Wiring heat map:
Scale: 4 px per um. 21 x 21 tiles, from white (low) to dark blue (high), scaled to the fullest tile. Values are wire area over tile area, all layers added.
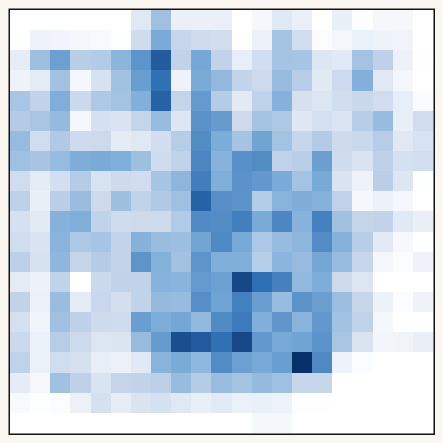
Track usage over the die:
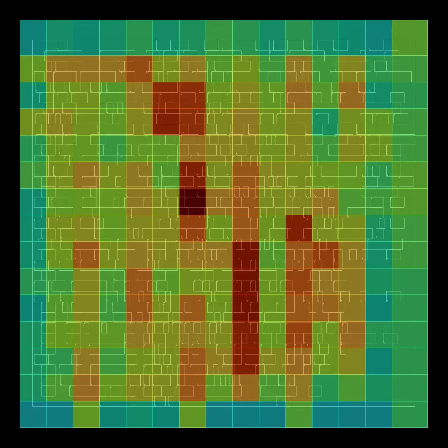
Layout detail:
Region (38, 17) to (68, 47) um. Cells in grey, sequential cells in the stronger grey; small squares are vias.
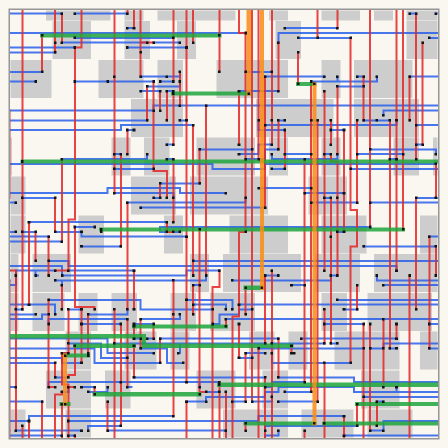
M4 wires:
Scale: 4 px per um. Supply wires on this layer in grey.
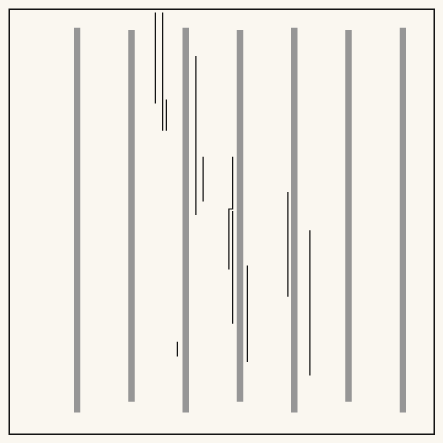
Gate-type map:
Scale: 6 px per um.
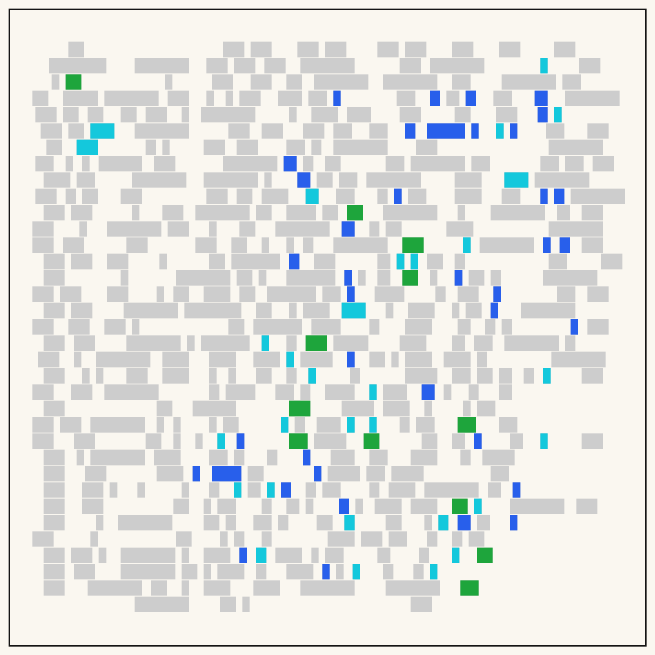
[config.mk]
export PLATFORM = sky130hd
export DESIGN_NAME = alu_arbiter
export DESIGN_NICKNAME = d
export VERILOG_FILES = /design/src/rtl/alu_arbiter.sv
export SDC_FILE = /design/constraint.sdc
export NUM_CORES = 1
export LEC_CHECK = 0
export CELL_PAD_IN_SITES_DETAIL_PLACEMENT = 1
export CELL_PAD_IN_SITES_GLOBAL_PLACEMENT = 1
export CORE_MARGIN = 3
export CORE_UTILIZATION = 35
export DETAILED_ROUTE_END_ITERATION = 10
export HOLD_SLACK_MARGIN = 0.05
export PLACE_DENSITY_LB_ADDON = 0.1
export SLEW_MARGIN = 20
export SYNTH_ARGS = -nofsm -noshare
export SYNTH_HDL_FRONTEND = slang
export SYNTH_SLANG_ARGS = --single-unit
[constraint.sdc]
create_clock -name CLK_100MHZ -period 2.5 [get_ports CLK_100MHZ]
set_clock_uncertainty 0.1 [all_clocks]
set_input_delay 0.5 -clock CLK_100MHZ [delete_from_list [all_inputs] [get_ports CLK_100MHZ]]
set_output_delay 0.5 -clock CLK_100MHZ [all_outputs]
set_load 0.005 [all_outputs]
[src/rtl/alu_arbiter.sv]
`timescale 1ns/1ps
// Two-requester arbiter sharing one 8-bit ALU through an IDLE/EXEC/RESP handshake FSM.
// alu8 is the shared datapath: opcode selects add/sub/logic/shift/invert with carry in/out.

module alu8 (
    input  logic [7:0] A,
    input  logic [7:0] B,
    input  logic [2:0] Op,
    input  logic       Cin,
    output logic [7:0] Y,
    output logic       Cout
);
    logic [8:0] sum;
    logic [8:0] diff;

    always_comb begin
        sum  = {1'b0, A} + {1'b0, B} + {8'd0, Cin};
        // 9-bit wrap leaves the borrow in bit 8 when A - B - Cin goes negative
        diff = {1'b0, A} - {1'b0, B} - {8'd0, Cin};
        Y    = 8'd0;
        Cout = 1'b0;
        case (Op)
            3'b000: {Cout, Y} = sum;
            3'b001: {Cout, Y} = diff;
            3'b010: Y = A & B;
            3'b011: Y = A | B;
            3'b100: Y = A ^ B;
            3'b101: {Cout, Y} = {A, Cin};
            3'b110: {Y, Cout} = {Cin, A};
            default: Y = ~A;
        endcase
    end
endmodule

module alu_arbiter #(
    parameter int RR = 1
) (
    input  logic        CLK_100MHZ,
    input  logic        RST,
    input  logic        REQ0_VALID,
    output logic        REQ0_READY,
    input  logic [7:0]  REQ0_A,
    input  logic [7:0]  REQ0_B,
    input  logic [2:0]  REQ0_OP,
    input  logic        REQ0_CIN,
    input  logic        REQ1_VALID,
    output logic        REQ1_READY,
    input  logic [7:0]  REQ1_A,
    input  logic [7:0]  REQ1_B,
    input  logic [2:0]  REQ1_OP,
    input  logic        REQ1_CIN,
    output logic        RSP_VALID,
    input  logic        RSP_READY,
    output logic        RSP_ID,
    output logic [7:0]  RSP_Y,
    output logic        RSP_COUT,
    output logic        BUSY,
    output logic [15:0] OP_COUNT
);
    typedef enum logic [1:0] {IDLE, EXEC, RESP} state_t;

    state_t      state_q, state_d;
    logic        last_q, last_d;
    logic [7:0]  a_q, a_d, b_q, b_d;
    logic [2:0]  op_q, op_d;
    logic        cin_q, cin_d;
    logic        id_q, id_d;
    logic [7:0]  y_q, y_d;
    logic        cout_q, cout_d;
    logic [15:0] op_count_q, op_count_d;
    logic        grant1;
    logic [7:0]  alu_y;
    logic        alu_cout;

    alu8 u_alu (
        .A    (a_q),
        .B    (b_q),
        .Op   (op_q),
        .Cin  (cin_q),
        .Y    (alu_y),
        .Cout (alu_cout)
    );

    always_comb begin
        state_d    = state_q;
        last_d     = last_q;
        a_d        = a_q;
        b_d        = b_q;
        op_d       = op_q;
        cin_d      = cin_q;
        id_d       = id_q;
        y_d        = y_q;
        cout_d     = cout_q;
        op_count_d = op_count_q;
        REQ0_READY = 1'b0;
        REQ1_READY = 1'b0;
        // Contention under round-robin alternates; otherwise requester 0 wins when present
        grant1 = (RR != 0 && REQ0_VALID && REQ1_VALID) ? ~last_q : ~REQ0_VALID;
        case (state_q)
            IDLE: begin
                if (!RST && (REQ0_VALID || REQ1_VALID)) begin
                    REQ0_READY = ~grant1;
                    REQ1_READY = grant1;
                    a_d        = grant1 ? REQ1_A   : REQ0_A;
                    b_d        = grant1 ? REQ1_B   : REQ0_B;
                    op_d       = grant1 ? REQ1_OP  : REQ0_OP;
                    cin_d      = grant1 ? REQ1_CIN : REQ0_CIN;
                    id_d       = grant1;
                    last_d     = grant1;
                    state_d    = EXEC;
                end
            end
            EXEC: begin
                y_d     = alu_y;
                cout_d  = alu_cout;
                state_d = RESP;
            end
            RESP: begin
                if (RSP_READY) begin
                    state_d    = IDLE;
                    op_count_d = op_count_q + 16'd1;
                end
            end
            default: state_d = IDLE;
        endcase
    end

    always_ff @(posedge CLK_100MHZ or posedge RST) begin
        if (RST) begin
            state_q    <= IDLE;
            last_q     <= 1'b1;
            a_q        <= 8'd0;
            b_q        <= 8'd0;
            op_q       <= 3'd0;
            cin_q      <= 1'b0;
            id_q       <= 1'b0;
            y_q        <= 8'd0;
            cout_q     <= 1'b0;
            op_count_q <= 16'd0;
        end else begin
            state_q    <= state_d;
            last_q     <= last_d;
            a_q        <= a_d;
            b_q        <= b_d;
            op_q       <= op_d;
            cin_q      <= cin_d;
            id_q       <= id_d;
            y_q        <= y_d;
            cout_q     <= cout_d;
            op_count_q <= op_count_d;
        end
    end

    assign RSP_VALID = (state_q == RESP);
    assign BUSY      = (state_q != IDLE);
    assign RSP_ID    = id_q;
    assign RSP_Y     = y_q;
    assign RSP_COUT  = cout_q;
    assign OP_COUNT  = op_count_q;
endmodule

==> impl_report.txt <==
FLOW METRICS REPORT
----------------------------------------------------
[Clock tree]
  CTS buffer count ........................ 5
  Maximum root-to-sink buffer count ........................ 2
  Total number of H-tree levels ........................ 2
  Hold buffer count at cts ........................ 0
  Clock-pin slew of the registers on the worst-case setup and hold paths ........................ ~0.12 ns
  TritonCTS clock tree ........................ built
  Later-pin clock latency in the skew report ........................ between 0.3 and 0.4 ns
  # clock sinks ........................ around 49
  Clock root buffer master ........................ sky130_fd_sc_hd__clkbuf_8

[Floorplanning]
  Vert. Die Dim ........................ 106 um
  Number of cell rows ........................ 35
  Core area ........................ 9460 sq um
  Starting density of the core ........................ 36.9%
  Floorplan die width ........................ ~110 um
  Area enclosed by the die boundary ........................ ~11000 sq um
  I/O pin cnt ........................ around 75

[Yosys]
  Nets in the synthesized netlist ........................ between 400 and 500
  Adder Share, Synth ........................ a little over an eighth
  Yosys synthesis warning count ........................ 0
  Post-synthesis average cell area ........................ around 9.3 sq um
  Number of synthesized register bits ........................ 49
  Chip area estimate from yosys synthesis ........................ 3490 sq um
  Area fraction in compound gates after synthesis ........................ 21.7%
  Part of the Yosys area used for sequential elements ........................ 35.2%
  Dominant comb cell ........................ AND-OR/OR-AND gates
  Summed instance area of the synthesized netlist ........................ 3490 sq um
  Cells in synth_stat.txt ........................ between 300 and 400
  XOR/XNOR Fraction of Synth Area ........................ roughly 6.5%
  Mapped Cells ........................ 377
  Fraction of registers with async set or reset after synthesis ........................ 100%
  Synth unique cells ........................ ~57
  Post-synth mux share ........................ 2.19%
  Main flop type after synthesis ........................ sky130_fd_sc_hd__dfrtp_1
  Area share of and/or/nand/nor cells after synthesis ........................ roughly an eighth
  Number of enable-type register cells in the synthesized netlist ........................ 0

[Worst setup path]
  Kind of cell adding the most delay to the critical path ........................ adder cells
  Type of the worst setup path ........................ flop to flop
  Crit-path max cell delay ........................ just under 0.6 ns
  Kind of capture point of the worst setup path ........................ flop
  Highest-delay cell along the critical path ........................ sky130_fd_sc_hd__fa_2
  Maximum fanout count along the critical path ........................ 3
  Worst Path Required ........................ 2.59 ns
  Crit-path cells ........................ buf_4, fa_2, inv_1, ha_2, o21ai_4, a311oi_2, xor2_1, a221oi_2, a311oi_1
  Critical path startpoint category ........................ flop
  Critical Path AT ........................ 2.50 ns
  Number of buffer and inverter instances along the worst setup path ........................ 2
  Worst setup path startpoint ........................ b_q[0]
  RR Startpoint ........................ b_q[0]

[Route]
  Average vias per placed instance ........................ about 5.4
  Top sig layer ........................ met4
  Count of TritonRoute iterations in the first routing pass ........................ 4
  Initial DRC count ........................ 190
  Antenna-violating nets left ........................ 0
  Final routed DRC violation total ........................ 0
  Drt total wl ........................ between 10000 and 15000 um
  Met1 Routed Length ........................ ~4800 um
  Met3 Routed Length ........................ roughly 640 um
  Routed wire length on met2 ........................ ~5300 um
  Total number of vias ........................ 3264

[Final timing]
  Pin slew with the least headroom to its limit ........................ ~0.62 ns
  Part of the cycle the worst path needs ........................ 96.1%
  Final count of pins violating max slew ........................ 0
  Relative slew slack ........................ 58.8%
  Tmin final ........................ about 2.4 ns
  Number of failing hold endpoints at the final stage ........................ 0
  Total setup violations reported at the end of the flow ........................ 0
  Setup repair after global routing missed its margin ........................ false
  Worst-case hold slack ........................ 0.402 ns
  Fmax ........................ approximately 420 MHz

[Power]
  Total power divided by cell area ........................ 1340 nW/um^2
  Leak Pwr ........................ around 2.2 nW
  Total power ........................ about 0.0064 W
  Worst VDD drop ........................ about 0.44 mV

[Placed design]
  Placed cell areas ........................ around 4600 sq um
  Number of placed instances, taps included ........................ between 500 and 600
  Number of I/O port buffers ........................ around 74
  Final RePlAce weighted congestion ........................ approximately 0.84
  HPWL after detailed placement ........................ 8560 um

[Hold path]
  Class of the worst hold path ........................ flop to flop
  Launch point of the worst hold path ........................ OP_COUNT[15]

[Global routing]
  Met3 track demand over resource ........................ 3.25%
  Met2 routing resource usage after global routing ........................ roughly a third
  Global-route wire length before repair ........................ about 18000 um
  Number of antenna violations at the first check in global routing ........................ 0
  Maximum number of pins on one net before global-route repair ........................ just under 50
  All-Layer GR Usage ........................ around 20%
  Vias in the first global route ........................ 3475
  Overflow left after global routing ........................ 0

[Final layout]
  Most common logic cell in the routed design ........................ sky130_fd_sc_hd__clkdlybuf4s50_1
  Ratio of cells with drive above 1 in the final layout ........................ approximately 17%
  Antenna Diode Count ........................ 0
  Net count, final ........................ 556
  Most frequently placed logic cells in the final layout ........................ sky130_fd_sc_hd__clkdlybuf4s50_1 (72), sky130_fd_sc_hd__inv_1 (56), sky130_fd_sc_hd__dfrtp_1 (47)
  Fin area ........................ 4750 sq um
  Area growth from synthesis to final layout ........................ 36.2%
  Number of standard cells in the final layout excluding fillers ........................ 606

[Run]
  Count of max-cap constraint violations ........................ 0
  OpenROAD warning count ........................ roughly 42

[Status]
  Result of the run ........................ finished, final reports clean

----------------------------------------------------
About 'wiring heat map':
- densest ninth of the die: middle
- tiles over half the peak: 15%
- mean over tiles: 0.16
- fullest tile: 0.57

About 'track usage over the die':
average wire per cell in the routed design: 18.2 um
busiest layer in global routing: met2
met1 Use GR: 26.8%

About 'layout detail':
- metal 4: orange
- metal 2: red
- metal 1: blue
- metal 3: green
- cells with their middle in the window: 56
- sequential cells in the window: 0
- most frequent: a21oi_1 (7), nor2_1 (6), o21ai_0 (4)

About 'M4 wires':
- main direction: vertical
- longest straight run: 39.4 um
- share of all routed wire: 2.3%
- nets with wire on the layer: 11
- wire length on this layer: 255 um

About 'gate-type map':
- nor cells: cyan (cells 30)
- non-inverting ao/oa cells: green (cells 12)
- nand cells: blue (cells 39)

==> path summary, 6_finish.rpt <==
| kind | slack, ns | to | depth (start not counted) |
|---|---|---|---|
| worst max-delay path | 0.1 | RSP_Y[5] | 9 |
| worst min-delay path | 0.40 | OP_COUNT[15] | 1 |
| worst max register to register | 0.1 | RSP_Y[5] | 9 |
| worst min register to register | 0.40 | OP_COUNT[15] | 1 |
| max in group asynchronous | 1.38 | a_q[0] | 4 |
| min in group asynchronous | 0.64 | last_q | 3 |
==> repair_timing <==
item	in CTS	in global routing
setup endpoints to repair	4	6
pin swaps	0	10
gates resized	6	16
setup buffers	3	1
==> sequential cells by signal, summed over array words and instances, names as in the netlist <==
signal,cells
RSP_COUT,1
OP_COUNT,16
cin_q,1
RSP_ID,1
state_q,2
a_q,8
RSP_Y,8
op_q,3
b_q,8
last_q,1
==> power breakdown <==
group          switching, W  internal [W]  total, W
registers          0.000310       0.00108   0.00139
logic               0.00233       0.00212   0.00446
clock network      0.000327      0.000205  0.000532
total               0.00297       0.00341   0.00638
==> synthesized netlist by cell type, drive strengths merged, types with 3 or more instances <==
library cell | count | area (sq um)
a221oi | 4 | 41.3
and3 | 3 | 18.8
ha | 31 | 388
o21a | 4 | 31.3
nand2b | 6 | 37.5
nand3 | 10 | 62.6
inv | 59 | 221
buf | 13 | 70.1
clkbuf | 6 | 26.3
nand2 | 22 | 82.6
a22oi | 3 | 22.5
xnor2 | 17 | 149
nor3 | 4 | 20.0
dfrtp | 48 | 1200
a21oi | 20 | 100
o21ai | 23 | 119
nor2 | 25 | 109
fa | 4 | 80.1
a311oi | 4 | 41.3
or3 | 4 | 30.0
o22ai | 8 | 56.3
xor2 | 9 | 78.8
a222oi | 20 | 200
a21o | 3 | 22.5
==> cell type report <==
cell class | instances | area (sq um)
clock buffer | 5 | 68.8
multi-input combinational | 250 | 2020
timing repair buffer | 111 | 1030
tap | 129 | 161
inverter | 59 | 221
fill | 1141 | 4700
sequential | 49 | 1230
clock inverter | 3 | 26.3
==> logic make-up (layout without fill, tap and decap cells) <==
group / after synthesis / after routing
multiplexers: 5 / 5
XOR/XNOR: 26 / 26
flip-flops: 49 / 49
buffers and inverters: 78 / 178
AND-OR/OR-AND: 103 / 103
adder cells (fa/ha/maj): 35 / 35
AND/OR/NAND/NOR: 81 / 81
==> metrics by stage <==
| step | TNS, ns | utilization [%] | worst slack [ns] |
|---|---|---|---|
| 2_1_floorplan | 0 | - | 0.124 |
| 3_3_place_gp | 0 | 48.2 | 0.0155 |
| 3_5_place_dp | -0.109 | 48.2 | -0.0568 |
| 4_1_cts | 0 | 49.5 | 0.0152 |
| 5_1_grt | 0 | 50.3 | 0.00541 |
| 6_report | 0 | 50.3 | 0.0979 |
==> worst register-to-register path: cells and delay by family, from the launching register on <==
| kind | cells | cell delay (ns) |
|---|---|---|
| flip-flops | 1 | 0.39 |
| AND-OR/OR-AND | 4 | 0.66 |
| adder cells (fa/ha/maj) | 2 | 0.76 |
| XOR/XNOR | 1 | 0.19 |
| buffers and inverters | 2 | 0.19 |
Power figures rest on the tool's default switching activity, not on a simulated workload.
